[src/rtl/mc_control_unit_if.sv]
// mc_control_unit_if: instruction fields, memory handshake and datapath controls between the control FSM and the datapath.
interface mc_control_unit_if #(parameter int OPW = 7);
  logic [OPW-1:0] op_i;
  logic [2:0]     funct3_i;
  logic           funct7b5_i;
  logic           zero_i;
  logic           mem_ready_i;
  logic           mem_req_o;
  logic           mem_we_o;
  logic           adr_src_o;
  logic           ir_write_o;
  logic           pc_write_o;
  logic           reg_write_o;
  logic [1:0]     result_src_o;
  logic [1:0]     alu_src_a_o;
  logic [1:0]     alu_src_b_o;
  logic [2:0]     alu_control_o;
  logic [1:0]     imm_src_o;
  logic           illegal_o;
  logic [3:0]     state_o;
  modport master (
    input  op_i, funct3_i, funct7b5_i, zero_i, mem_ready_i,
    output mem_req_o, mem_we_o, adr_src_o, ir_write_o, pc_write_o, reg_write_o,
           result_src_o, alu_src_a_o, alu_src_b_o, alu_control_o, imm_src_o,
           illegal_o, state_o
  );
  modport slave (
    output op_i, funct3_i, funct7b5_i, zero_i, mem_ready_i,
    input  mem_req_o, mem_we_o, adr_src_o, ir_write_o, pc_write_o, reg_write_o,
           result_src_o, alu_src_a_o, alu_src_b_o, alu_control_o, imm_src_o,
           illegal_o, state_o
  );
endinterface

[src/rtl/mc_control_unit.sv]
// mc_control_unit: multicycle RV32 control FSM (lw, sw, R/I ALU, beq, jal) with a ready/request memory handshake.
module mc_control_unit #(parameter int OPW = 7) (
  input logic clk_i,
  input logic rst_i,
  mc_control_unit_if.master bus
);
  typedef enum logic [3:0] {
    S_FETCH = 4'd0, S_DECODE = 4'd1, S_MEMADR = 4'd2, S_MEMREAD = 4'd3,
    S_MEMWB = 4'd4, S_MEMWRITE = 4'd5, S_EXECR = 4'd6, S_ALUWB = 4'd7,
    S_EXECI = 4'd8, S_JAL = 4'd9, S_BEQ = 4'd10
  } state_t;
  localparam logic [OPW-1:0] OP_LW = 7'b0000011, OP_SW = 7'b0100011, OP_R = 7'b0110011,
                             OP_I = 7'b0010011, OP_JAL = 7'b1101111, OP_BEQ = 7'b1100011;
  state_t r_state;
  logic w_req, w_we, w_adr, w_irw, w_pcw, w_rw, w_ill;
  logic [1:0] w_rs, w_sa, w_sb;
  logic [2:0] w_alu, w_alu_dec;
  logic w_legal;
  logic [OPW-1:0] w_op;
  assign w_op = bus.op_i;
  assign w_legal = (w_op == OP_LW) || (w_op == OP_SW) || (w_op == OP_R) ||
                   (w_op == OP_I) || (w_op == OP_JAL) || (w_op == OP_BEQ);
  assign w_alu_dec = (bus.funct3_i == 3'b000) ? ((w_op[5] & bus.funct7b5_i) ? 3'b001 : 3'b000) :
                     (bus.funct3_i == 3'b010) ? 3'b101 :
                     (bus.funct3_i == 3'b110) ? 3'b011 :
                     (bus.funct3_i == 3'b111) ? 3'b010 : 3'b000;
  always_ff @(posedge clk_i or negedge rst_i) begin
    if (!rst_i) r_state <= S_FETCH;
    else case (r_state)
      S_FETCH:    r_state <= bus.mem_ready_i ? S_DECODE : S_FETCH;
      S_DECODE:   r_state <= (w_op == OP_LW || w_op == OP_SW) ? S_MEMADR :
                             (w_op == OP_R)   ? S_EXECR :
                             (w_op == OP_I)   ? S_EXECI :
                             (w_op == OP_JAL) ? S_JAL :
                             (w_op == OP_BEQ) ? S_BEQ : S_FETCH;
      S_MEMADR:   r_state <= w_op[5] ? S_MEMWRITE : S_MEMREAD;
      S_MEMREAD:  r_state <= bus.mem_ready_i ? S_MEMWB : S_MEMREAD;
      S_MEMWRITE: r_state <= bus.mem_ready_i ? S_FETCH : S_MEMWRITE;
      S_EXECR, S_EXECI, S_JAL: r_state <= S_ALUWB;
      default:    r_state <= S_FETCH;
    endcase
  end
  always_comb begin
    w_req = 1'b0;
    w_we  = 1'b0;
    w_adr = 1'b0;
    w_irw = 1'b0;
    w_pcw = 1'b0;
    w_rw  = 1'b0;
    w_ill = 1'b0;
    w_rs  = 2'b00;
    w_sa  = 2'b00;
    w_sb  = 2'b00;
    w_alu = 3'b000;
    case (r_state)
      S_FETCH: begin
        w_req = 1'b1;
        w_irw = bus.mem_ready_i;
        w_pcw = bus.mem_ready_i;
        w_sb  = 2'b10;
        w_rs  = 2'b10;
      end
      S_DECODE: begin
        w_sa  = 2'b01;
        w_sb  = 2'b01;
        w_ill = !w_legal;
      end
      S_MEMADR: begin
        w_sa = 2'b10;
        w_sb = 2'b01;
      end
      S_MEMREAD: begin
        w_req = 1'b1;
        w_adr = 1'b1;
      end
      S_MEMWB: begin
        w_rs = 2'b01;
        w_rw = 1'b1;
      end
      S_MEMWRITE: begin
        w_req = 1'b1;
        w_we  = 1'b1;
        w_adr = 1'b1;
      end
      S_EXECR: begin
        w_sa  = 2'b10;
        w_alu = w_alu_dec;
      end
      S_EXECI: begin
        w_sa  = 2'b10;
        w_sb  = 2'b01;
        w_alu = w_alu_dec;
      end
      S_ALUWB: w_rw = 1'b1;
      S_JAL: begin
        w_sa  = 2'b01;
        w_sb  = 2'b10;
        w_pcw = 1'b1;
      end
      S_BEQ: begin
        w_sa  = 2'b10;
        w_alu = 3'b001;
        w_pcw = bus.zero_i;
      end
      default: ;
    endcase
  end
  // strobes are gated by reset so nothing is written once rst_i falls mid-instruction
  assign bus.mem_req_o     = rst_i & w_req;
  assign bus.mem_we_o      = rst_i & w_we;
  assign bus.ir_write_o    = rst_i & w_irw;
  assign bus.pc_write_o    = rst_i & w_pcw;
  assign bus.reg_write_o   = rst_i & w_rw;
  assign bus.illegal_o     = rst_i & w_ill;
  assign bus.adr_src_o     = w_adr;
  assign bus.result_src_o  = w_rs;
  assign bus.alu_src_a_o   = w_sa;
  assign bus.alu_src_b_o   = w_sb;
  assign bus.alu_control_o = w_alu;
  assign bus.imm_src_o     = (w_op == OP_SW) ? 2'b01 : (w_op == OP_BEQ) ? 2'b10 :
                             (w_op == OP_JAL) ? 2'b11 : 2'b00;
  assign bus.state_o       = r_state;
endmodule

[src/flat_wrapper.sv]
// flat-port wrapper written by rule: the top's interface ports become plain ports
module mc_control_unit_flat 
#(parameter int OPW = 7)
  (clk_i, rst_i, bus_op_i, bus_funct3_i, bus_funct7b5_i, bus_zero_i, bus_mem_ready_i, bus_mem_req_o, bus_mem_we_o, bus_adr_src_o, bus_ir_write_o, bus_pc_write_o, bus_reg_write_o, bus_result_src_o, bus_alu_src_a_o, bus_alu_src_b_o, bus_alu_control_o, bus_imm_src_o, bus_illegal_o, bus_state_o);
  mc_control_unit_if #(.OPW(OPW)) bus_i ();
  input logic clk_i;
  input logic rst_i;
  input wire logic [$bits(bus_i.op_i)-1:0] bus_op_i;
  input wire logic [$bits(bus_i.funct3_i)-1:0] bus_funct3_i;
  input wire logic [$bits(bus_i.funct7b5_i)-1:0] bus_funct7b5_i;
  input wire logic [$bits(bus_i.zero_i)-1:0] bus_zero_i;
  input wire logic [$bits(bus_i.mem_ready_i)-1:0] bus_mem_ready_i;
  output wire logic [$bits(bus_i.mem_req_o)-1:0] bus_mem_req_o;
  output wire logic [$bits(bus_i.mem_we_o)-1:0] bus_mem_we_o;
  output wire logic [$bits(bus_i.adr_src_o)-1:0] bus_adr_src_o;
  output wire logic [$bits(bus_i.ir_write_o)-1:0] bus_ir_write_o;
  output wire logic [$bits(bus_i.pc_write_o)-1:0] bus_pc_write_o;
  output wire logic [$bits(bus_i.reg_write_o)-1:0] bus_reg_write_o;
  output wire logic [$bits(bus_i.result_src_o)-1:0] bus_result_src_o;
  output wire logic [$bits(bus_i.alu_src_a_o)-1:0] bus_alu_src_a_o;
  output wire logic [$bits(bus_i.alu_src_b_o)-1:0] bus_alu_src_b_o;
  output wire logic [$bits(bus_i.alu_control_o)-1:0] bus_alu_control_o;
  output wire logic [$bits(bus_i.imm_src_o)-1:0] bus_imm_src_o;
  output wire logic [$bits(bus_i.illegal_o)-1:0] bus_illegal_o;
  output wire logic [$bits(bus_i.state_o)-1:0] bus_state_o;
  assign bus_i.op_i = bus_op_i;
  assign bus_i.funct3_i = bus_funct3_i;
  assign bus_i.funct7b5_i = bus_funct7b5_i;
  assign bus_i.zero_i = bus_zero_i;
  assign bus_i.mem_ready_i = bus_mem_ready_i;
  assign bus_mem_req_o = bus_i.mem_req_o;
  assign bus_mem_we_o = bus_i.mem_we_o;
  assign bus_adr_src_o = bus_i.adr_src_o;
  assign bus_ir_write_o = bus_i.ir_write_o;
  assign bus_pc_write_o = bus_i.pc_write_o;
  assign bus_reg_write_o = bus_i.reg_write_o;
  assign bus_result_src_o = bus_i.result_src_o;
  assign bus_alu_src_a_o = bus_i.alu_src_a_o;
  assign bus_alu_src_b_o = bus_i.alu_src_b_o;
  assign bus_alu_control_o = bus_i.alu_control_o;
  assign bus_imm_src_o = bus_i.imm_src_o;
  assign bus_illegal_o = bus_i.illegal_o;
  assign bus_state_o = bus_i.state_o;
  mc_control_unit #(.OPW(OPW)) u_core (.clk_i(clk_i), .rst_i(rst_i), .bus(bus_i));
endmodule
[config.mk]
export PLATFORM = sky130hd
export DESIGN_NAME = mc_control_unit_flat
export DESIGN_NICKNAME = d
export VERILOG_FILES = /design/src/rtl/mc_control_unit_if.sv /design/src/rtl/mc_control_unit.sv /design/src/flat_wrapper.sv
export SDC_FILE = /design/constraint.sdc
export NUM_CORES = 1
export LEC_CHECK = 0
export ABC_CLOCK_PERIOD_IN_PS = 1360
export CORE_MARGIN = 8
export CORE_UTILIZATION = 30
export DETAILED_ROUTE_END_ITERATION = 8
export GPL_TIMING_DRIVEN = 0
export PLACE_DENSITY = 0.67
export SLEW_MARGIN = 0
export SYNTH_ARGS = -nofsm -noshare
export SYNTH_HDL_FRONTEND = slang
export SYNTH_SLANG_ARGS = --single-unit
export TNS_END_PERCENT = 30
[constraint.sdc]
create_clock -name clk_i -period 1.36 [get_ports clk_i]
set_clock_uncertainty 0.05 [all_clocks]
set_input_delay 0.272 -clock clk_i [delete_from_list [all_inputs] [get_ports clk_i]]
set_output_delay 0.272 -clock clk_i [all_outputs]
set_load 0.02 [all_outputs]
**Placement by cell class**

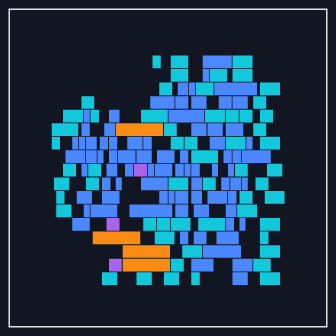
Key: orange = flops [cells 4]; purple = clock drivers [cells 3]; cyan = other buffers and delay cells [cells 57]; blue = combinational and other logic [cells 79]
Seq/total area: 8.05%
utilization after layout: 60.2%
fin area: 1310 um2
Core ar.: 2170 um2
row count: 17

**Cell area per tile**

Bar = 20 um. 6 x 6 tiles, from dark blue (low) to red (high), 0 to 100% covered.
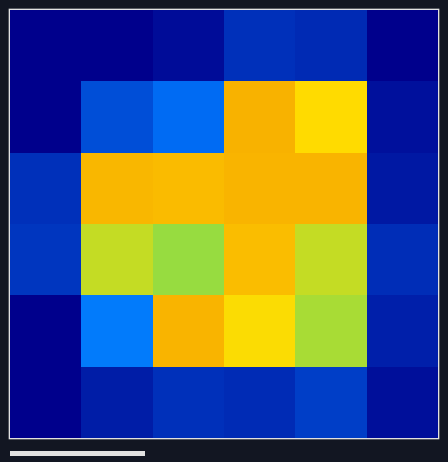
The emptiest ninth of the die: upper left. The densest ninth of the die: center. 22% of the tiles are over 75% full. 17% of the tiles are nearly empty. The mean over all tiles is 32%.
Floorplan Utilization: 31.1%

**Clock nets**

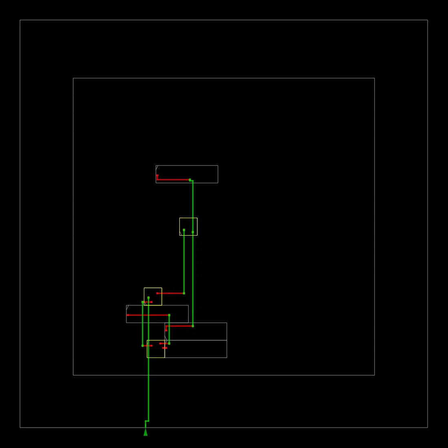
clock tree sinks: 4
clock buffer count from CTS: 3
Late-Pin Clk Latency: 240 ps

**Routed metal per tile**

13 x 13 tiles, from dark blue (low) to red (high), scaled to the fullest tile. Values are wire area over tile area, all layers added.
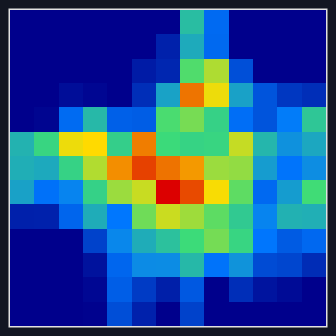
The fullest tile reaches 0.39. 17% of the tiles are over half the peak. The emptiest ninth of the die: upper left. The mean over all tiles is 0.098.
Tot GR Track Use: 12.2%
Via Count: 863
DRT Wirelength: 2470 um

**Clock wires, drivers and flops**

Bar = 20 um.
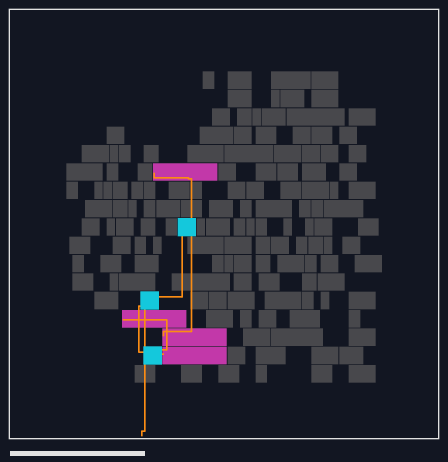
Key: orange = clock wires [length 90.4 um]; magenta = flip-flops [count 4]; cyan = clock drivers [count 3]
There are 4 routed clock nets.
Clk network pwr share: 8.7%
P_clk: 151 uW

==> flow_summary.ini <==
; generated from flow reports
[run_status]
status = finished, violations left
violations = negative hold slack, negative setup slack

[final_layout]
buffers_excl_clock = 57
buffer_area_share_pct = 40.0
comb_area_um2 = 601
n_antenna_cell = 0
clkbuf_count = 3
final_layout_size_suffix_gt1_share_pct = 54.5
fin_nets = 160
syn2layout_area_growth_pct = 93.3
n_fill_cell = 190
lay_top_count = buf_4
final_cells = 171
inverters = 4
logic_gates = 75
dominant_cells = logic gates
clk_share_pct = 1.72
nFlopsAndLatches = 4

[logic_synthesis]
mux_share_pct = 0
ys_top_logic_family = simple AND/OR/NAND/NOR gates
ff_type = dfrtp_1
async_flop_share_pct = 100
syn-cell-area_um2 = 676
yosysTopAreaCellShare_pct = 14.8
top_area_cell = dfrtp_1
common_cells = o21ai_0 (9), nor2_1 (8), nand2_1 (7)
synth_cells = 90
ys_area_um2 = 676
ys_ff = 4
postSynthSeqShare_pct = 14.8
enable_flop_cells = 0
yosys_cells = 90
synth_area_per_cell_um2 = 7.51
ys_types = 37
top_cells_by_area = dfrtp_1 (15%), o21ai_0 (6.7%), buf_4 (4.4%), nor2_1 (4.4%), nand2_1 (3.9%)
ys_sh_adder_pct = 0
synth-xor-area-share_pct = 2.59

[place]
gp_congestion = 0.796
port_buffers = 36
dp.cells = 154
placed_area_um2 = 1120
place_hpwl_um = 1750

[final_timing]
rsz0062_at_grt = yes
drv_slew = 0
fin_crit_ps = 1840
setup_ws_ps = -478
min_period_over_period_pct = 135
finalSetupViolCount = 18
hold_viol_final = 2
tightestPinTransition_ps = 363
max-slew-margin-rel_pct = 75.8
hold_slack_ps = -3.17

[floorplanning]
die_width_um = 63.5
taps = 28
die_h_um = 63.5

[drt]
drc = 0
wl_per_cell_um = 14.4
viasPerCell = 5.05
wl_met2_um = 1260
wl_met1_um = 1010
firstDrtPassIters = 4

[power]
power_frac_seq_pct = 10.8
power.net_switching_uw = 795
p_leak_nw = 0.616
swShare_pct = 45.7
vdd_drop_max_mv = 0.801
combinationalPower_mw = 1.40

[global_routing]
antenna_found_initial = 0
grt_pass1_wl_um = 4150
grt.busiest_layer = met2
gr-total-overflow = 0
met1_usage_pct = 12.6
grt_max_degree = 11

[setup_path]
critPathMaxFanout = 10
max_stage_delay_ps = 420
startpoint = u_core.bus.state_o[0]
reg2reg_from = u_core.bus.state_o[2]
reg2reg_slack_ps = -60
crit_slowest_cell = dfrtp_2
crit_chain = buf_6, buf_8, xor2_2, buf_4, nor3_2, buf_4
cp-end-kind = output pin
cp.required_ps = 1040
crit_family = buffers and inverters
reg2reg_depth = 5
cp_num_cells = 6
cpMostUsedCell = buf_4

[clocking]
clock_path_buffers = 2
cts.repair.resized = 142
holdBufCountCts = 0
cts_tree = done
Power figures rest on the tool's default switching activity, not on a simulated workload.
